===== config.mk =====
export PLATFORM = sky130hd
export DESIGN_NAME = systolic_2x2
export DESIGN_NICKNAME = d
export VERILOG_FILES = /design/src/rtl/systolic_2x2.sv
export SDC_FILE = /design/constraint.sdc
export NUM_CORES = 1
export LEC_CHECK = 0
export CORE_ASPECT_RATIO = 1.4
export CORE_MARGIN = 3
export CORE_UTILIZATION = 53
export DETAILED_ROUTE_END_ITERATION = 8
export HOLD_SLACK_MARGIN = 0.06
export PLACE_DENSITY_LB_ADDON = 0.08
export SLEW_MARGIN = 30
export SYNTH_ARGS = -nofsm -noshare
export SYNTH_HDL_FRONTEND = slang
export SYNTH_SLANG_ARGS = --single-unit

===== constraint.sdc =====
create_clock -name clk -period 5.9 [get_ports clk]
set_clock_uncertainty 0.1 [all_clocks]
set_input_delay 1.475 -clock clk [delete_from_list [all_inputs] [get_ports clk]]
set_output_delay 1.475 -clock clk [all_outputs]
set_load 0.005 [all_outputs]

===== src/rtl/systolic_2x2.sv =====
// rtl/systolic_2x2.sv - 2x2 output-stationary systolic array multiplying two 2x2 matrices of unsigned 8-bit elements
//
// Ports:
//   clk   in   1  rising-edge clock
//   rst   in   1  synchronous active-high reset
//   start in   1  request a new multiply, sampled only in IDLE
//   matA  in  32  operand A: [7:0]=A00 [15:8]=A01 [23:16]=A10 [31:24]=A11
//   matB  in  32  operand B, same packing as matA
//   ds    in   2  display-stage status, 2'b10 acknowledges the result in DONE
//   state out  2  phase: 00 IDLE, 01 LOAD, 10 RUN, 11 DONE
//   ret   out 32  result C = A x B, packed as matA
//   busy  out  1  high in LOAD or RUN
//
// Build option: define SYSTOLIC_SAT_EN to saturate each result element at
// 8'hFF; by default each element is its accumulator modulo 256.
module systolic_2x2 (
    input  logic        clk,
    input  logic        rst,
    input  logic        start,
    input  logic [31:0] matA,
    input  logic [31:0] matB,
    input  logic [1:0]  ds,
    output logic [1:0]  state,
    output logic [31:0] ret,
    output logic        busy
);

    typedef enum logic [1:0] {
        S_IDLE = 2'b00,
        S_LOAD = 2'b01,
        S_RUN  = 2'b10,
        S_DONE = 2'b11
    } state_t;

    state_t      state_q;
    logic [1:0]  t_q;
    logic        busy_q;
    logic [31:0] ret_q;
    logic [31:0] ret_d;
    logic [31:0] a_mat_q;
    logic [31:0] b_mat_q;

    // a leaving column 0 eastward (one per row), b leaving row 0 southward (one per column)
    logic [7:0]  a_skew_q [2];
    logic [7:0]  b_skew_q [2];

    // PE index p = 2*i + j
    logic [16:0] acc_q [4];
    logic [16:0] acc_d [4];
    logic [7:0]  pe_a  [4];
    logic [7:0]  pe_b  [4];
    logic [7:0]  a_edge [2];
    logic [7:0]  b_edge [2];

    function automatic logic [7:0] elem(input logic [31:0] m, input int r, input int c);
        return m[(r*2+c)*8 +: 8];
    endfunction

    function automatic logic [7:0] to_elem(input logic [16:0] acc);
`ifdef SYSTOLIC_SAT_EN
        return (acc > 17'd255) ? 8'hFF : acc[7:0];
`else
        return acc[7:0];
`endif
    endfunction

    always_comb begin
        // Edge feeds are skewed so that row i / column j start i / j cycles late.
        a_edge[0] = (t_q == 2'd0) ? elem(a_mat_q, 0, 0) :
                    (t_q == 2'd1) ? elem(a_mat_q, 0, 1) : 8'd0;
        a_edge[1] = (t_q == 2'd1) ? elem(a_mat_q, 1, 0) :
                    (t_q == 2'd2) ? elem(a_mat_q, 1, 1) : 8'd0;
        b_edge[0] = (t_q == 2'd0) ? elem(b_mat_q, 0, 0) :
                    (t_q == 2'd1) ? elem(b_mat_q, 1, 0) : 8'd0;
        b_edge[1] = (t_q == 2'd1) ? elem(b_mat_q, 0, 1) :
                    (t_q == 2'd2) ? elem(b_mat_q, 1, 1) : 8'd0;

        pe_a[0] = a_edge[0];
        pe_b[0] = b_edge[0];
        pe_a[1] = a_skew_q[0];
        pe_b[1] = b_edge[1];
        pe_a[2] = a_edge[1];
        pe_b[2] = b_skew_q[0];
        pe_a[3] = a_skew_q[1];
        pe_b[3] = b_skew_q[1];

        for (int p = 0; p < 4; p++) begin
            acc_d[p] = acc_q[p] + {1'b0, 16'(pe_a[p]) * 16'(pe_b[p])};
        end

        // Built from acc_d so the final RUN step lands in ret on the same edge as DONE.
        ret_d = {to_elem(acc_d[3]), to_elem(acc_d[2]), to_elem(acc_d[1]), to_elem(acc_d[0])};
    end

    always_ff @(posedge clk) begin
        if (rst) begin
            state_q <= S_IDLE;
            t_q     <= 2'd0;
            busy_q  <= 1'b0;
            ret_q   <= 32'd0;
            a_mat_q <= 32'd0;
            b_mat_q <= 32'd0;
            for (int k = 0; k < 2; k++) begin
                a_skew_q[k] <= 8'd0;
                b_skew_q[k] <= 8'd0;
            end
            for (int p = 0; p < 4; p++) begin
                acc_q[p] <= 17'd0;
            end
        end else begin
            case (state_q)
                S_IDLE: begin
                    if (start) begin
                        state_q <= S_LOAD;
                        busy_q  <= 1'b1;
                    end
                end
                S_LOAD: begin
                    a_mat_q <= matA;
                    b_mat_q <= matB;
                    t_q     <= 2'd0;
                    for (int k = 0; k < 2; k++) begin
                        a_skew_q[k] <= 8'd0;
                        b_skew_q[k] <= 8'd0;
                    end
                    for (int p = 0; p < 4; p++) begin
                        acc_q[p] <= 17'd0;
                    end
                    state_q <= S_RUN;
                end
                S_RUN: begin
                    for (int p = 0; p < 4; p++) begin
                        acc_q[p] <= acc_d[p];
                    end
                    a_skew_q[0] <= pe_a[0];
                    a_skew_q[1] <= pe_a[2];
                    b_skew_q[0] <= pe_b[0];
                    b_skew_q[1] <= pe_b[1];
                    t_q         <= t_q + 2'd1;
                    if (t_q == 2'd3) begin
                        state_q <= S_DONE;
                        busy_q  <= 1'b0;
                        ret_q   <= ret_d;
                    end
                end
                S_DONE: begin
                    // start is deliberately not looked at here, even alongside an ack
                    if (ds == 2'b10) begin
                        state_q <= S_IDLE;
                    end
                end
                default: state_q <= S_IDLE;
            endcase
        end
    end

    assign state = state_q;
    assign ret   = ret_q;
    assign busy  = busy_q;

endmodule


==> impl_metrics.csv <==
group,metric,value,unit
clock_network,hold_buffers,0,
final_timing,tns,0,ns
synth,yosys-top-cells-count,"196 x nand2_1, 145 x inv_1, 118 x nor2_1",
floorplan,core,19900,sq um
synth,avgSynthCellArea,9.35,sq um
layout,seq_area,3860,sq um
final_timing,setup_violations,0,
critical_path,startpoint_type,"flip-flop",
clock_network,cts-root-buf,"clkbuf_16",
clock_network,ctsLongestPathBuffers,2,
clock_network,post_cts_buffers,0,
drt,dr_total_vias,7779,
layout,fin_cells,1512,
layout,diodes,0,
floorplan,die_area,22100,sq um
global_routing,grt_pass1_vias,7967,
clock_network,cts.clk_slew.worst_paths,0.07,ns
synth,syn-num-nets,1371,
synth,top_area_cell,"dfxtp_1",
layout,fillers,1691,
floorplan,dieHeight,175,um
final_timing,maxSlewHeadroom,0.362,
synth,top_area_frac,0.203,
synth,top_cell,"nand2_1",
drt,routedWlPerCell,16.2,um
outcome,status,"complete, no violations",
clock_network,htree_levels,4,
final_timing,worst_pin_slew,0.956,ns
global_routing,grt_max_degree,68,
synth,edf_count,56,
power,power_density,352,nW/um^2
critical_path,critPathMaxFanout,19,
floorplan,rows,61,
critical_path,worstReg2RegStart,"t_q[0]",
synth,ys_top_cells_by_area,"dfxtp_1 20%, edfxtp_1 16%, fa_1 13%",
final_timing,slew_viol_final,0,
synth,yosys_area,10800,sq um
place,place_ws,0.157,ns
drt,drc,0,
flow_run,cap_violations,0,
worst max-delay path, stage by stage, from the launching register on:
cell and delay, ns:
dfxtp_1 0.44, inv_1 0.15, ha_4 0.25, buf_4 0.17, o21ai_0 0.44, nand2_1 0.17, fa_1 0.49, fa_1 0.57
fa_1 0.45, fa_1 0.56, inv_1 0.04, ha_1 0.31, a21oi_1 0.17, xor2_1 0.18, xnor2_1 0.14, xnor3_1 0.42
and2_1 0.17
state kept, by name, summed over array words and instances, names as in the netlist:
name and flops:
busy 1, a_skew_q 16, ret 32, b_skew_q 16
state 2, t_q 2, acc_q 32, a_mat_q 32
b_mat_q 32
stage by stage:
step | instance area [sq um] | hold slack, ns
final | 12700 | 0.351
after global routing | 12700 | 0.376
after CTS | 12600 | 0.356
after detailed placement | 12100 | 0.347
after global placement | 12100 | 0.342
after floorplan | 10800 | 0.353
routing by layer:
layer,part of all wire,GRT usage,vias to the layer above
li1,-,-,3837
met1,0.43,0.292,3715
met2,0.50,0.400,178
met3,0.034,0.0352,49
met4,0.027,0.0868,0
met5,0,0,-
kinds of logic (layout without fill, tap and decap cells):
| group | after synthesis | count (layout) | share of synthesized area |
|---|---|---|---|
| AND-OR/OR-AND | 99 | 99 | 0.0542 |
| buffers and inverters | 192 | 300 | 0.0697 |
| flip-flops | 165 | 165 | 0.359 |
| multiplexers | 71 | 71 | 0.0661 |
| adder cells (fa/ha/maj) | 150 | 150 | 0.224 |
| XOR/XNOR | 65 | 65 | 0.0619 |
| AND/OR/NAND/NOR | 410 | 410 | 0.165 |
cell usage in the layout (no fill, tap or decap), drive strengths merged, types with 2 or more instances in the layout:
cell	netlist	layout
a211oi	10	10
a21boi	3	3
a21o	8	8
a21oi	43	43
and2	71	71
and3b	2	2
buf	16	21
clkbuf	31	21
clkdlybuf4s50	0	102
clkinv	0	2
dfxtp	109	109
edfxtp	56	56
fa	72	72
ha	78	78
inv	145	153
mux2i	70	70
nand2	196	196
nand2b	4	4
nand3	9	9
nand3b	3	3
nor2	118	118
o21a	4	4
o21ai	29	29
or3	3	3
xnor2	45	45
xnor3	6	6
xor2	13	13
where the power goes:
group          internal, mW  switching (mW)  total (mW)
clock network         0.598           0.486        1.08
logic                 0.727           0.957        1.68
registers              1.48           0.216        1.69
final timing paths:
kind	slack [ns]	depth (start not counted)	endpoint
hold / removal	0.35	2	ret[27]
setup reg to reg	0.43	16	acc_q[0][7]
setup / recovery	0.43	16	acc_q[0][7]
hold reg to reg	0.35	2	ret[27]
final cells by class:
class,instances,area share
Timing Repair Buffer,123,0.0930
Clock buffer,21,0.0381
Clock inverter,11,0.00671
Multi-Input combinational cell,795,0.489
Inverter,145,0.0429
Sequential cell,165,0.305
Tap cell,252,0.0249
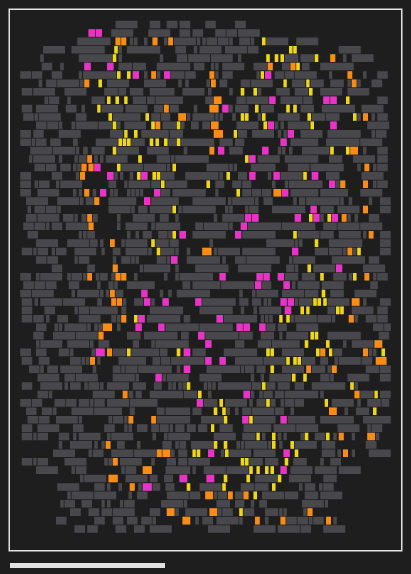
*Gate families picked out*
The bar under the picture is 50 um long.
inverting AOI/OAI gates: marked orange, cells 87, where spread over the die. AND and OR gates: marked magenta, cells 79. inverters: marked yellow, cells 145.

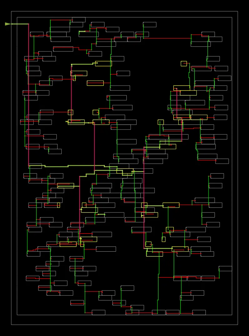
*Clock nets*
CTS buffer count: 17
CTS sink cnt: 165
insertion delay at the late pin of the worst-skew pair: 0.43 ns

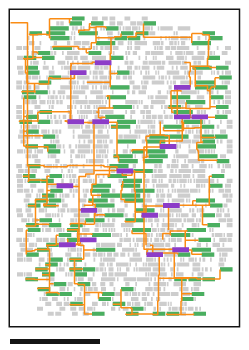
*Routed clock nets over the placement*
The bar under the picture is 50 um long.
flip-flops: marked green, count 165. clock wires: marked orange, length 2,130 um. cells driving clock nets: marked purple, count 17.
Position of the flops: spread over the die. There are 18 routed clock nets.
clock share of power: 0.243
P_clk: 1.08 mW

Power is estimated from default activity; no workload was simulated.
